--- src/rtl/scroll_banner.sv ---
// ============================================================================
// Module   : scroll_banner
// Brief    : Scrolling multi-digit message display with wrap and bounce modes.
// Revision : 1.0
// ============================================================================
`default_nettype none

module scroll_banner #(
    parameter int MSG_LEN  = 12,
    parameter int DIGITS   = 3,
    parameter int CODE_W   = 5,
    parameter int ADDR_W   = 4,
    parameter int TICK_DIV = 12000000
) (
    input  logic                     clk,
    input  logic                     reset,
    input  logic                     pause,
    input  logic                     dirn,
    input  logic                     bounce,
    input  logic                     wr_en,
    input  logic [ADDR_W-1:0]        wr_addr,
    input  logic [CODE_W-1:0]        wr_data,
    output logic [DIGITS*CODE_W-1:0] hex,
    output logic [ADDR_W-1:0]        pos,
    output logic                     turn
);

    localparam int PRE_W = (TICK_DIV > 1) ? $clog2(TICK_DIV) : 1;
    localparam int HEX_W = DIGITS * CODE_W;

    localparam logic [PRE_W-1:0]  PRE_TOP  = PRE_W'(TICK_DIV - 1);
    localparam logic [ADDR_W-1:0] LAST_POS = ADDR_W'(MSG_LEN - 1);
    localparam logic [ADDR_W-1:0] MAXP     = ADDR_W'(MSG_LEN - DIGITS);
    // One extra bit so MSG_LEN == 2**ADDR_W is representable
    localparam logic [ADDR_W:0]   LEN_EXT  = (ADDR_W + 1)'(MSG_LEN);

    function automatic logic [HEX_W-1:0] hex_reset_value();
        logic [HEX_W-1:0] v;
        v = '0;
        for (int k = 0; k < DIGITS; k++) begin
            v[k*CODE_W +: CODE_W] = CODE_W'(k);
        end
        return v;
    endfunction

    localparam logic [HEX_W-1:0] HEX_RST = hex_reset_value();

    logic [PRE_W-1:0]  presc_q, presc_d;
    logic [ADDR_W-1:0] pos_q, pos_d;
    logic              up_q, up_d;
    logic              turn_q, turn_d;
    logic [HEX_W-1:0]  hex_q, hex_d;
    logic [CODE_W-1:0] msg_q [MSG_LEN];

    logic step;
    logic wr_ok;

    assign step  = !pause && (presc_q == PRE_TOP);
    assign wr_ok = wr_en && ({1'b0, wr_addr} < LEN_EXT);

    always_comb begin
        presc_d = presc_q;
        if (!pause) begin
            presc_d = (presc_q == PRE_TOP) ? '0 : presc_q + 1'b1;
        end
    end

    always_comb begin
        pos_d  = pos_q;
        up_d   = up_q;
        turn_d = 1'b0;
        if (step) begin
            if (!bounce) begin
                if (dirn) begin
                    if (pos_q == LAST_POS) begin
                        pos_d  = '0;
                        turn_d = 1'b1;
                    end else begin
                        pos_d = pos_q + 1'b1;
                    end
                end else begin
                    if (pos_q == '0) begin
                        pos_d  = LAST_POS;
                        turn_d = 1'b1;
                    end else begin
                        pos_d = pos_q - 1'b1;
                    end
                end
            end else if (up_q) begin
                // pos may sit above MAXP after a mode switch; reverse from there
                if (pos_q < MAXP) begin
                    pos_d = pos_q + 1'b1;
                end else begin
                    up_d   = 1'b0;
                    pos_d  = pos_q - 1'b1;
                    turn_d = 1'b1;
                end
            end else begin
                if (pos_q != '0) begin
                    pos_d = pos_q - 1'b1;
                end else begin
                    up_d   = 1'b1;
                    pos_d  = ADDR_W'(1);
                    turn_d = 1'b1;
                end
            end
        end
    end

    for (genvar k = 0; k < DIGITS; k++) begin : g_digit
        logic [ADDR_W:0]   sum;
        logic [ADDR_W-1:0] idx;

        assign sum = {1'b0, pos_q} + (ADDR_W + 1)'(k);
        assign idx = (sum >= LEN_EXT) ? ADDR_W'(sum - LEN_EXT) : ADDR_W'(sum);
        assign hex_d[k*CODE_W +: CODE_W] = msg_q[idx];
    end

    always_ff @(posedge clk or negedge reset) begin
        if (!reset) begin
            presc_q <= '0;
            pos_q   <= '0;
            up_q    <= 1'b1;
            turn_q  <= 1'b0;
            hex_q   <= HEX_RST;
            for (int i = 0; i < MSG_LEN; i++) begin
                msg_q[i] <= CODE_W'(i);
            end
        end else begin
            presc_q <= presc_d;
            pos_q   <= pos_d;
            up_q    <= up_d;
            turn_q  <= turn_d;
            hex_q   <= hex_d;
            if (wr_ok) begin
                msg_q[wr_addr] <= wr_data;
            end
        end
    end

    assign hex  = hex_q;
    assign pos  = pos_q;
    assign turn = turn_q;

endmodule

`default_nettype wire

--- config.mk ---
export PLATFORM = sky130hd
export DESIGN_NAME = scroll_banner
export DESIGN_NICKNAME = d
export VERILOG_FILES = /design/src/rtl/scroll_banner.sv
export SDC_FILE = /design/constraint.sdc
export NUM_CORES = 1
export LEC_CHECK = 0
export ABC_AREA = 1
export CORE_MARGIN = 4
export CORE_UTILIZATION = 30
export CTS_CLUSTER_DIAMETER = 30
export CTS_CLUSTER_SIZE = 16
export DETAILED_ROUTE_END_ITERATION = 10
export GPL_ROUTABILITY_DRIVEN = 0
export PLACE_DENSITY = 0.46
export SLEW_MARGIN = 10
export SYNTH_ARGS = -nofsm -noshare
export SYNTH_HDL_FRONTEND = slang
export SYNTH_SLANG_ARGS = --single-unit
--- constraint.sdc ---
create_clock -name clk -period 4.9 [get_ports clk]
set_input_delay 0.98 -clock clk [delete_from_list [all_inputs] [get_ports clk]]
set_output_delay 0.98 -clock clk [all_outputs]
set_load 0.01 [all_outputs]
gates.png
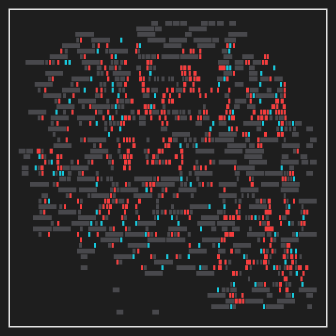
Key: nand cells = red [cells 361, most used nand2_1]; inv cells = cyan [cells 104, most used inv_1, where widely spread]
Commonest Layout Cell: nand2_1
combinational share of cell area: 44.7%
Finished Layout Cells: 1206

clock_nets.png
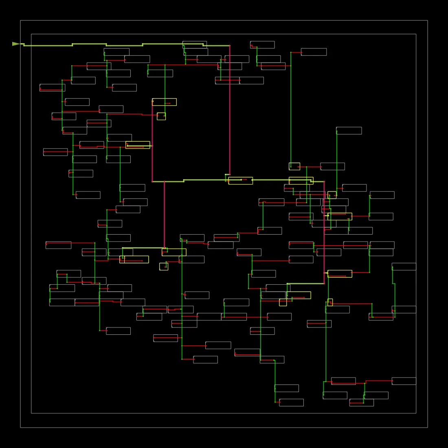
clk ins delay skew pair: 0.36 ns
flip-flops: 105
Clock net power: 0.707 mW

floorplan.png
Pins as bars on the die edge.
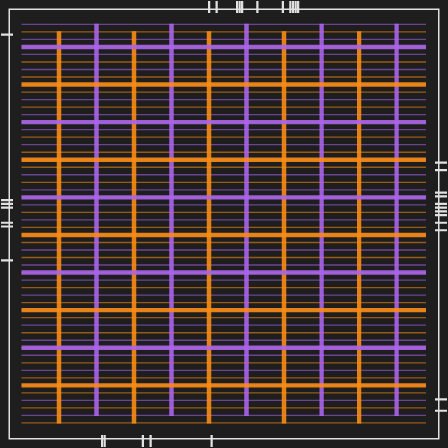
Key: VDD = purple; VSS = orange
10 straps on met5. 54 met1 rails follow the rows. 35 signal pins sit on the boundary. The core has 53 rows. 10 straps on met4.
die height: 155 um
die outline width: 155 um
worst-case vdd ir drop: 0.000138 V
core area: 21100 um^2

m1.png
Supply wires on this layer in gray.
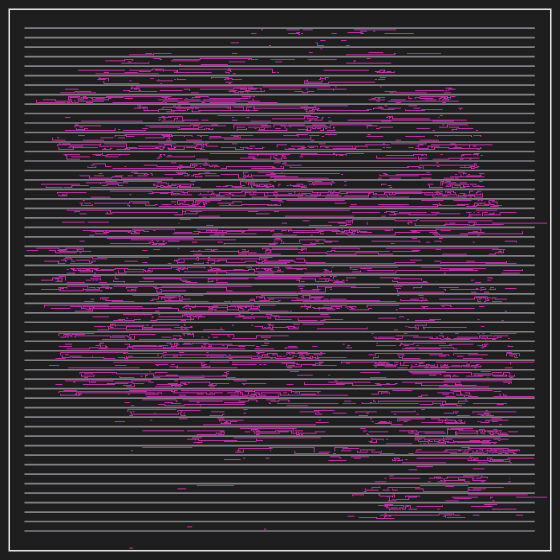
The longest straight run is 46.9 um. The layer holds 47% of the routed length. The wires run mostly horizontal. The layer carries 9050 um of wire. 880 nets have wire on it.
final WL: 19200 um
M1 GR Usage: 22.6%
Vias: 5801

ff_map.png
Other sequential cells in the stronger gray, the rest of the logic in the fainter gray.
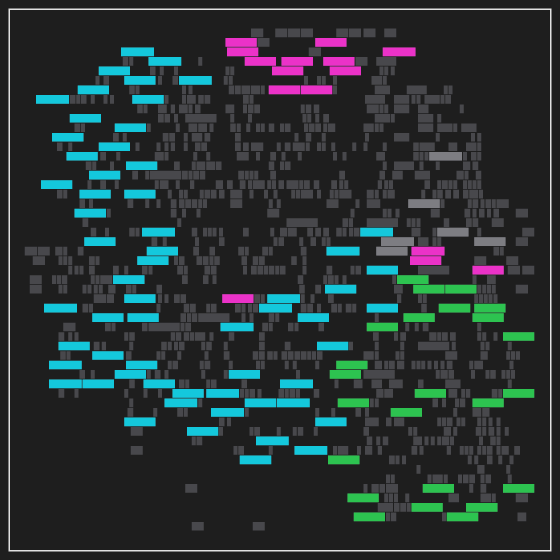
Key: hex = magenta [sequential cells 15]; presc_q = green [sequential cells 24]; msg_q = cyan [sequential cells 60]
Final Util: 34.8%
Seq area share: 36.2%
Sequential cell area: 2660 um^2
seq pwr: 1.17 mW

==> impl_metrics.json <==
{
  "p_sw_share_pct": 32.8,
  "critPathMaxFanout": 79,
  "synth_top_cell_by_area": "dfrtp_1",
  "dpl_cell_area_um2": 7060,
  "synth-adder-area-share_pct": 2.52,
  "met2_usage_pct": 27.1,
  "taps": 275,
  "n_clock_buffer": 9,
  "grt_pass1_vias": 5592,
  "wl_met3_um": 687,
  "grt_max_degree": 80,
  "antenna_cells": 0,
  "htree_levels": 3,
  "setup_ws_ns": 1.99,
  "finalSetupTns_ns": 0,
  "min_from": "msg_q[58]",
  "power_density_nw_per_um2": 327,
  "fmax_mhz": 343,
  "num-nonclk-buffers": 40,
  "ys_warn_count": 0,
  "worstPathRequired_ns": 3.92,
  "critPathSlowestCell": "clkdlybuf4s50_1",
  "power.internal_mw": 1.62,
  "clock_area_share_pct": 3.82,
  "pre_cts_ws_ns": 1.99,
  "cp-end-kind": "output pin",
  "wl_met1_um": 9050,
  "holdBufCountCts": 0,
  "cts_setup_buffers": 0,
  "status": "completed",
  "crit_start": "pos[0]",
  "synthTopLogicFamily": "simple AND/OR/NAND/NOR gates",
  "syn_nets": 930,
  "r2r-end": "hex[8]",
  "timing.max_slew.rel_slack_pct": 34.9,
  "reg2reg_slack_ns": 2.15,
  "startpoint_type": "flip-flop",
  "routed.top_layer": "met4",
  "synth.distinct_cells": 36,
  "comb_power_share_pct": 21.8,
  "syn_area_um2": 6460,
  "tritoncts": "yes"
}
No activity file was given, so power comes from the tool's default toggle rates.
